==> src/rtl/mmio_pkg.sv <==
// Shared definitions for the MMIO responder: register offsets, access sizes and
// the byte-lane helpers used by both the load and store paths.
package mmio_pkg;

  localparam logic [4:0] OFF_DUTY   = 5'h00;
  localparam logic [4:0] OFF_MICROS = 5'h04;
  localparam logic [4:0] OFF_MILLIS = 5'h08;
  localparam logic [4:0] OFF_ALARM  = 5'h0C;
  localparam logic [4:0] OFF_STATUS = 5'h10;

  typedef enum logic [2:0] {
    F3_B  = 3'b000,
    F3_H  = 3'b001,
    F3_W  = 3'b010,
    F3_BU = 3'b100,
    F3_HU = 3'b101
  } funct3_e;

  // Halfword accesses ignore addr[0]; word accesses ignore addr[1:0].
  function automatic logic [3:0] byte_en(logic [2:0] funct3, logic [1:0] addr);
    case (funct3)
      F3_B, F3_BU: byte_en = 4'b0001 << addr;
      F3_H, F3_HU: byte_en = addr[1] ? 4'b1100 : 4'b0011;
      default:     byte_en = 4'b1111;
    endcase
  endfunction

  function automatic logic [31:0] store_align(logic [2:0] funct3, logic [31:0] data);
    case (funct3)
      F3_B, F3_BU: store_align = {4{data[7:0]}};
      F3_H, F3_HU: store_align = {2{data[15:0]}};
      default:     store_align = data;
    endcase
  endfunction

  function automatic logic [31:0] apply_be(logic [31:0] old_word, logic [31:0] new_word,
                                           logic [3:0] be);
    apply_be = old_word;
    for (int i = 0; i < 4; i++) begin
      if (be[i]) apply_be[8*i +: 8] = new_word[8*i +: 8];
    end
  endfunction

  function automatic logic [31:0] load_ext(logic [31:0] word, logic [2:0] funct3,
                                           logic [1:0] addr);
    logic [7:0]  b;
    logic [15:0] h;
    b = word[{addr, 3'b000} +: 8];
    h = addr[1] ? word[31:16] : word[15:0];
    case (funct3)
      F3_B:    load_ext = {{24{b[7]}}, b};
      F3_BU:   load_ext = {24'h0, b};
      F3_H:    load_ext = {{16{h[15]}}, h};
      F3_HU:   load_ext = {16'h0, h};
      default: load_ext = word;
    endcase
  endfunction

endpackage

==> src/rtl/pwm_channel.sv <==
// One PWM output. The duty value is captured into a shadow register only at a
// period boundary so a write never produces a truncated or stretched pulse.
module pwm_channel (
  input  logic       clk,
  input  logic       rst_n,
  input  logic       tick,
  input  logic       period_end,
  input  logic [7:0] cnt,
  input  logic [7:0] duty_in,
  output logic       out
);

  logic [7:0] shadow_q, shadow_d;
  logic       out_q, out_d;

  always_comb begin
    shadow_d = (tick && period_end) ? duty_in : shadow_q;
    out_d    = (cnt < shadow_q);
  end

  always_ff @(posedge clk) begin
    if (!rst_n) begin
      shadow_q <= '0;
      out_q    <= 1'b0;
    end else begin
      shadow_q <= shadow_d;
      out_q    <= out_d;
    end
  end

  assign out = out_q;

endmodule

==> src/rtl/mmio_responder.sv <==
// Memory-mapped peripheral target: PWM duty registers, free-running us/ms
// timers and a millisecond alarm with a sticky write-1-to-clear flag.
module mmio_responder
  import mmio_pkg::*;
#(
  parameter logic [31:0] BASE_ADDR = 32'hFFFF_FF00,
  parameter int          CLK_HZ    = 12_000_000,
  parameter int          PWM_DIV   = 4
) (
  input  logic        clk,
  input  logic        rst_n,
  input  logic        write_mem,
  input  logic [2:0]  funct3,
  input  logic [31:0] write_address,
  input  logic [31:0] write_data,
  input  logic [31:0] read_address,
  output logic [31:0] read_data,
  output logic        read_hit,
  output logic        led,
  output logic        red,
  output logic        green,
  output logic        blue
);

  localparam int CLK_PER_US = CLK_HZ / 1_000_000;
  localparam int US_W       = $clog2(CLK_PER_US);
  localparam int DIV_W      = (PWM_DIV > 1) ? $clog2(PWM_DIV) : 1;

  logic [31:0]      duty_q, duty_d, alarm_q, alarm_d;
  logic [31:0]      micros_q, micros_d, millis_q, millis_d;
  logic             flag_q, flag_d;
  logic [US_W-1:0]  us_pre_q, us_pre_d;
  logic [9:0]       ms_sub_q, ms_sub_d;
  logic [DIV_W-1:0] pwm_div_q, pwm_div_d;
  logic [7:0]       pwm_cnt_q, pwm_cnt_d;
  logic [31:0]      read_data_q, read_data_d;
  logic             read_hit_q, read_hit_d;

  logic        w_hit, r_hit, us_tick, ms_tick, pwm_tick, period_end;
  logic [4:0]  w_off, r_off;
  logic [3:0]  be;
  logic [31:0] wdata, r_word;

  // NOTE: every signal written here gets a value before any branch, so no latch is inferred.
  always_comb begin
    w_hit = write_mem && (write_address[31:5] == BASE_ADDR[31:5]);
    r_hit = (read_address[31:5] == BASE_ADDR[31:5]);
    w_off = {write_address[4:2], 2'b00};
    r_off = {read_address[4:2], 2'b00};
    be    = byte_en(funct3, write_address[1:0]);
    wdata = store_align(funct3, write_data);

    us_tick  = (us_pre_q == US_W'(CLK_PER_US - 1));
    ms_tick  = us_tick && (ms_sub_q == 10'd999);
    us_pre_d = us_tick ? '0 : us_pre_q + 1'b1;
    ms_sub_d = ms_sub_q;
    if (us_tick) ms_sub_d = ms_tick ? 10'd0 : ms_sub_q + 10'd1;
    micros_d = micros_q + {31'b0, us_tick};
    millis_d = millis_q + {31'b0, ms_tick};

    duty_d  = duty_q;
    alarm_d = alarm_q;
    flag_d  = flag_q;
    if (w_hit && w_off == OFF_DUTY)  duty_d  = apply_be(duty_q, wdata, be);
    if (w_hit && w_off == OFF_ALARM) alarm_d = apply_be(alarm_q, wdata, be);
    if (w_hit && w_off == OFF_STATUS && be[0] && wdata[0]) flag_d = 1'b0;
    // A match in the same cycle as a clear must not be lost.
    if (ms_tick && (millis_d == alarm_q)) flag_d = 1'b1;

    pwm_tick   = (pwm_div_q == DIV_W'(PWM_DIV - 1));
    period_end = (pwm_cnt_q == 8'hFF);
    pwm_div_d  = pwm_tick ? '0 : pwm_div_q + 1'b1;
    pwm_cnt_d  = pwm_cnt_q + {7'b0, pwm_tick};

    case (r_off)
      OFF_DUTY:   r_word = duty_q;
      OFF_MICROS: r_word = micros_q;
      OFF_MILLIS: r_word = millis_q;
      OFF_ALARM:  r_word = alarm_q;
      OFF_STATUS: r_word = {31'b0, flag_q};
      default:    r_word = '0;
    endcase
    read_hit_d  = r_hit;
    read_data_d = r_hit ? load_ext(r_word, funct3, read_address[1:0]) : '0;
  end

  // NOTE: state updates use non-blocking assignments so all flops see pre-edge values.
  always_ff @(posedge clk) begin
    if (!rst_n) begin
      duty_q      <= '0;
      alarm_q     <= 32'hFFFF_FFFF;
      micros_q    <= '0;
      millis_q    <= '0;
      flag_q      <= 1'b0;
      us_pre_q    <= '0;
      ms_sub_q    <= '0;
      pwm_div_q   <= '0;
      pwm_cnt_q   <= '0;
      read_data_q <= '0;
      read_hit_q  <= 1'b0;
    end else begin
      duty_q      <= duty_d;
      alarm_q     <= alarm_d;
      micros_q    <= micros_d;
      millis_q    <= millis_d;
      flag_q      <= flag_d;
      us_pre_q    <= us_pre_d;
      ms_sub_q    <= ms_sub_d;
      pwm_div_q   <= pwm_div_d;
      pwm_cnt_q   <= pwm_cnt_d;
      read_data_q <= read_data_d;
      read_hit_q  <= read_hit_d;
    end
  end

  assign read_data = read_data_q;
  assign read_hit  = read_hit_q;

  pwm_channel u_led (.clk(clk), .rst_n(rst_n), .tick(pwm_tick), .period_end(period_end),
                     .cnt(pwm_cnt_q), .duty_in(duty_q[7:0]),   .out(led));
  pwm_channel u_red (.clk(clk), .rst_n(rst_n), .tick(pwm_tick), .period_end(period_end),
                     .cnt(pwm_cnt_q), .duty_in(duty_q[15:8]),  .out(red));
  pwm_channel u_grn (.clk(clk), .rst_n(rst_n), .tick(pwm_tick), .period_end(period_end),
                     .cnt(pwm_cnt_q), .duty_in(duty_q[23:16]), .out(green));
  pwm_channel u_blu (.clk(clk), .rst_n(rst_n), .tick(pwm_tick), .period_end(period_end),
                     .cnt(pwm_cnt_q), .duty_in(duty_q[31:24]), .out(blue));

endmodule
==> config.mk <==
export PLATFORM = sky130hd
export DESIGN_NAME = mmio_responder
export DESIGN_NICKNAME = d
export VERILOG_FILES = /design/src/rtl/mmio_pkg.sv /design/src/rtl/pwm_channel.sv /design/src/rtl/mmio_responder.sv
export SDC_FILE = /design/constraint.sdc
export NUM_CORES = 1
export LEC_CHECK = 0
export CORE_MARGIN = 4
export CORE_UTILIZATION = 30
export DETAILED_ROUTE_END_ITERATION = 7
export REMOVE_ABC_BUFFERS = 1
export SLEW_MARGIN = 20
export SYNTH_ARGS = -nofsm -noshare
export SYNTH_HDL_FRONTEND = slang
export SYNTH_SLANG_ARGS = --single-unit
==> constraint.sdc <==
create_clock -name clk -period 4.8 [get_ports clk]
set_input_delay 0.96 -clock clk [delete_from_list [all_inputs] [get_ports clk]]
set_output_delay 0.96 -clock clk [all_outputs]
set_load 0.1 [all_outputs]
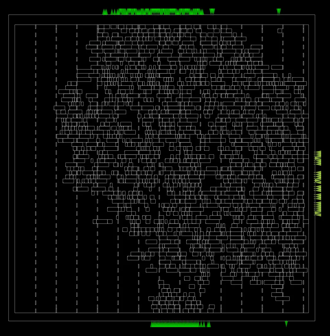
**Above:** placement view.
FFs & Latches: 222
number of well taps: 511

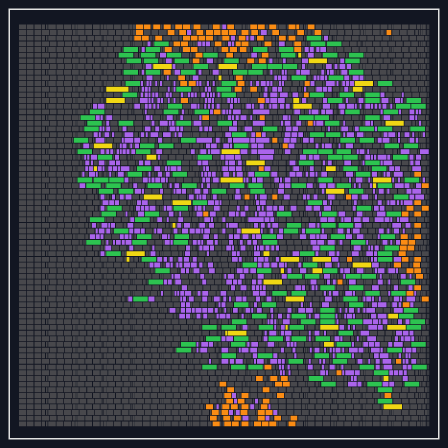
**Above:** cell classes on the final placement.
Fill, decap, tap and diode cells in gray.
Key: remaining buffers and delay cells = orange [cells 155, share of their area 11%]; clock drivers and dummy loads = yellow [cells 45, share of their area 6.1%]; registers = green [cells 222, share of their area 32%]; remaining logic cells = purple [cells 1054, share of their area 51%]
area of the core region: 38020 um2
Layout Cell Area excl Fill: 14350 um2

==> flow_metrics.env <==
# yosys + openroad results
export IMPL_intPower_w=0.003136
export IMPL_worst_skew_pair_late_latency_ns=0.55
export IMPL_hold_viol_final=0
export IMPL_vias_per_cell=5.241
export IMPL_num_fill_cells=3909
export IMPL_initialDrtViolationCount=1088
export IMPL_antenna_found_initial=0
export IMPL_die_size_y_um=205.3
export IMPL_drt_met1_wl_mm=16.67
export IMPL_power_static_leakage_nw=5.154
export IMPL_design_final_nets=1597
export IMPL_buffers_excl_clock=155
export IMPL_cp_num_cells=16
export IMPL_finalWeightedCongestion=0.9355
export IMPL_area_growth_pct=22.93
export IMPL_worst_r2r_endpoint="flag_q"
export IMPL_final_nonclk_buf_share=0.1046
export IMPL_layout_cells_most_common="sky130_fd_sc_hd__dfxtp_1"
export IMPL_io_pins=139
export IMPL_cts_h_tree_lvls=1
export IMPL_detail_route_antenna_nets=0
export IMPL_topCombFamilyByArea="simple AND/OR/NAND/NOR gates"
export IMPL_final_instance_count_excl_fill=1987
export IMPL_grt_pass1_vias=10013
export IMPL_cts_buffers=25
export IMPL_tightest_slew_ns=1.032
export IMPL_synthMuxAreaShare=0.05830
export IMPL_xor_share=0.06602
export IMPL_n_clock_buffer=33
export IMPL_cell_mode_on_critical_path="sky130_fd_sc_hd__ha_1"
export IMPL_largest_net_degree_at_the_start_of_global_routing=69
export IMPL_ff_type="sky130_fd_sc_hd__dfxtp_1"
export IMPL_detailedPlace_worstSlack_ns=0.6388
export IMPL_post_route_cells_drive_above_1_share=0.06775
export IMPL_final_report_max_slew_violation_count=0
export IMPL_cts_sinks=222
export IMPL_final_period_utilization=0.8699
export IMPL_report_final_setup_viol=0
export IMPL_clkSlewWorstSetupHoldPaths_ns=0.06
export IMPL_warnings=25
export IMPL_critical_path_class="reg2reg"
export IMPL_grt_first_pass_wirelength_mm=59.11
export IMPL_sequentialPowerShare=0.452
export IMPL_worstPathBufferInverterCount=1
export IMPL_cts_path_max_buffers=3
export IMPL_power_density_nw_per_um2=285.7
export IMPL_run_status="finished clean"
export IMPL_timing_critical_path_to_type="flip-flop"
export IMPL_num_nonclk_inverters=41
export IMPL_synthesis_instances=1349
export IMPL_synth_distinct_cells=69
export IMPL_pwr_group_sequential_w=0.00185
export IMPL_synth_compound_area_share=0.1772
export IMPL_die_size_x_um=205.3
export IMPL_achievable_frequency_ghz=0.2395
export IMPL_worst_path_dominant_cell_family="simple AND/OR/NAND/NOR gates"
export IMPL_synth_adder_area_share=0.03965
export IMPL_timing_hold_worst_path_depth=1
export IMPL_mappedNetlistArea_um2=11670
export IMPL_postLayoutSetupSlackWorst_ns=0.6246
export IMPL_grt_busiest_layer="met2"
export IMPL_most_area_consuming_cells_after_synthesis="sky130_fd_sc_hd__dfxtp_1 (38%), sky130_fd_sc_hd__nand2_1 (6.4%), sky130_fd_sc_hd__mux2i_1 (5.1%)"
export IMPL_die_area_um2=42140
export IMPL_globalRouteMet2Util=0.3068
export IMPL_dr_pass1_iterations=6
export IMPL_cts_resized_gates=0
export IMPL_final_core_utilization=0.3775
export IMPL_hpwl_mm=30.49
export IMPL_grtUsageMet1=0.2346
export IMPL_power_clock_fraction=0.478
export IMPL_top_cell="sky130_fd_sc_hd__dfxtp_1"
export IMPL_mostFrequentLayoutCells="sky130_fd_sc_hd__dfxtp_1 (222), sky130_fd_sc_hd__nand2_1 (200), sky130_fd_sc_hd__clkdlybuf4s50_1 (136)"
export IMPL_slew_headroom=0.3098
export IMPL_cells_along_the_critical_path="ha_1 > nand2_1 > or2_1 > inv_2 > and3_1 > and4bb_1 > ha_1 > ha_1 > nand3_2 > nor4_1 > xnor2_1 > xnor2_1 > or4_1 > nor3_1 > nand4_1 > o31ai_1"
export IMPL_clock_tree_from_tritoncts="done"
export IMPL_area_share_combinational=0.4722
export IMPL_hold_path_startpoint="pwm_div_q[0]"
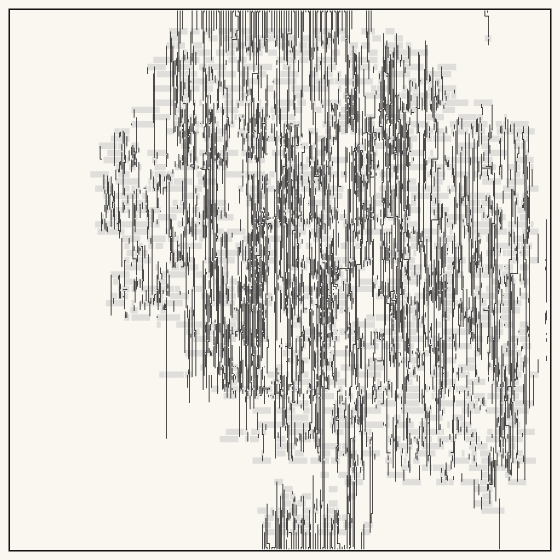
**Above:** signal wires on met2.
Cells faint in the background.
The layer holds 48% of the routed length. The wires run mostly vertical. 1298 nets have wire on it. The longest straight run is 77.7 um. The layer carries 18800 um of wire.

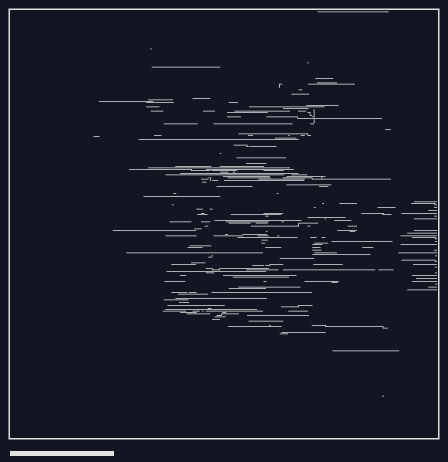
**Above:** met3 routing.
The bar under the picture is 50 um long.
The longest straight run is 76.6 um. 154 nets have wire on it. The layer carries 2840 um of wire. The layer holds 7.2% of the routed length. The wires run mostly horizontal.
met3 Use GR: 0.02963
via count: 10413
drt total wl: 39.50 mm

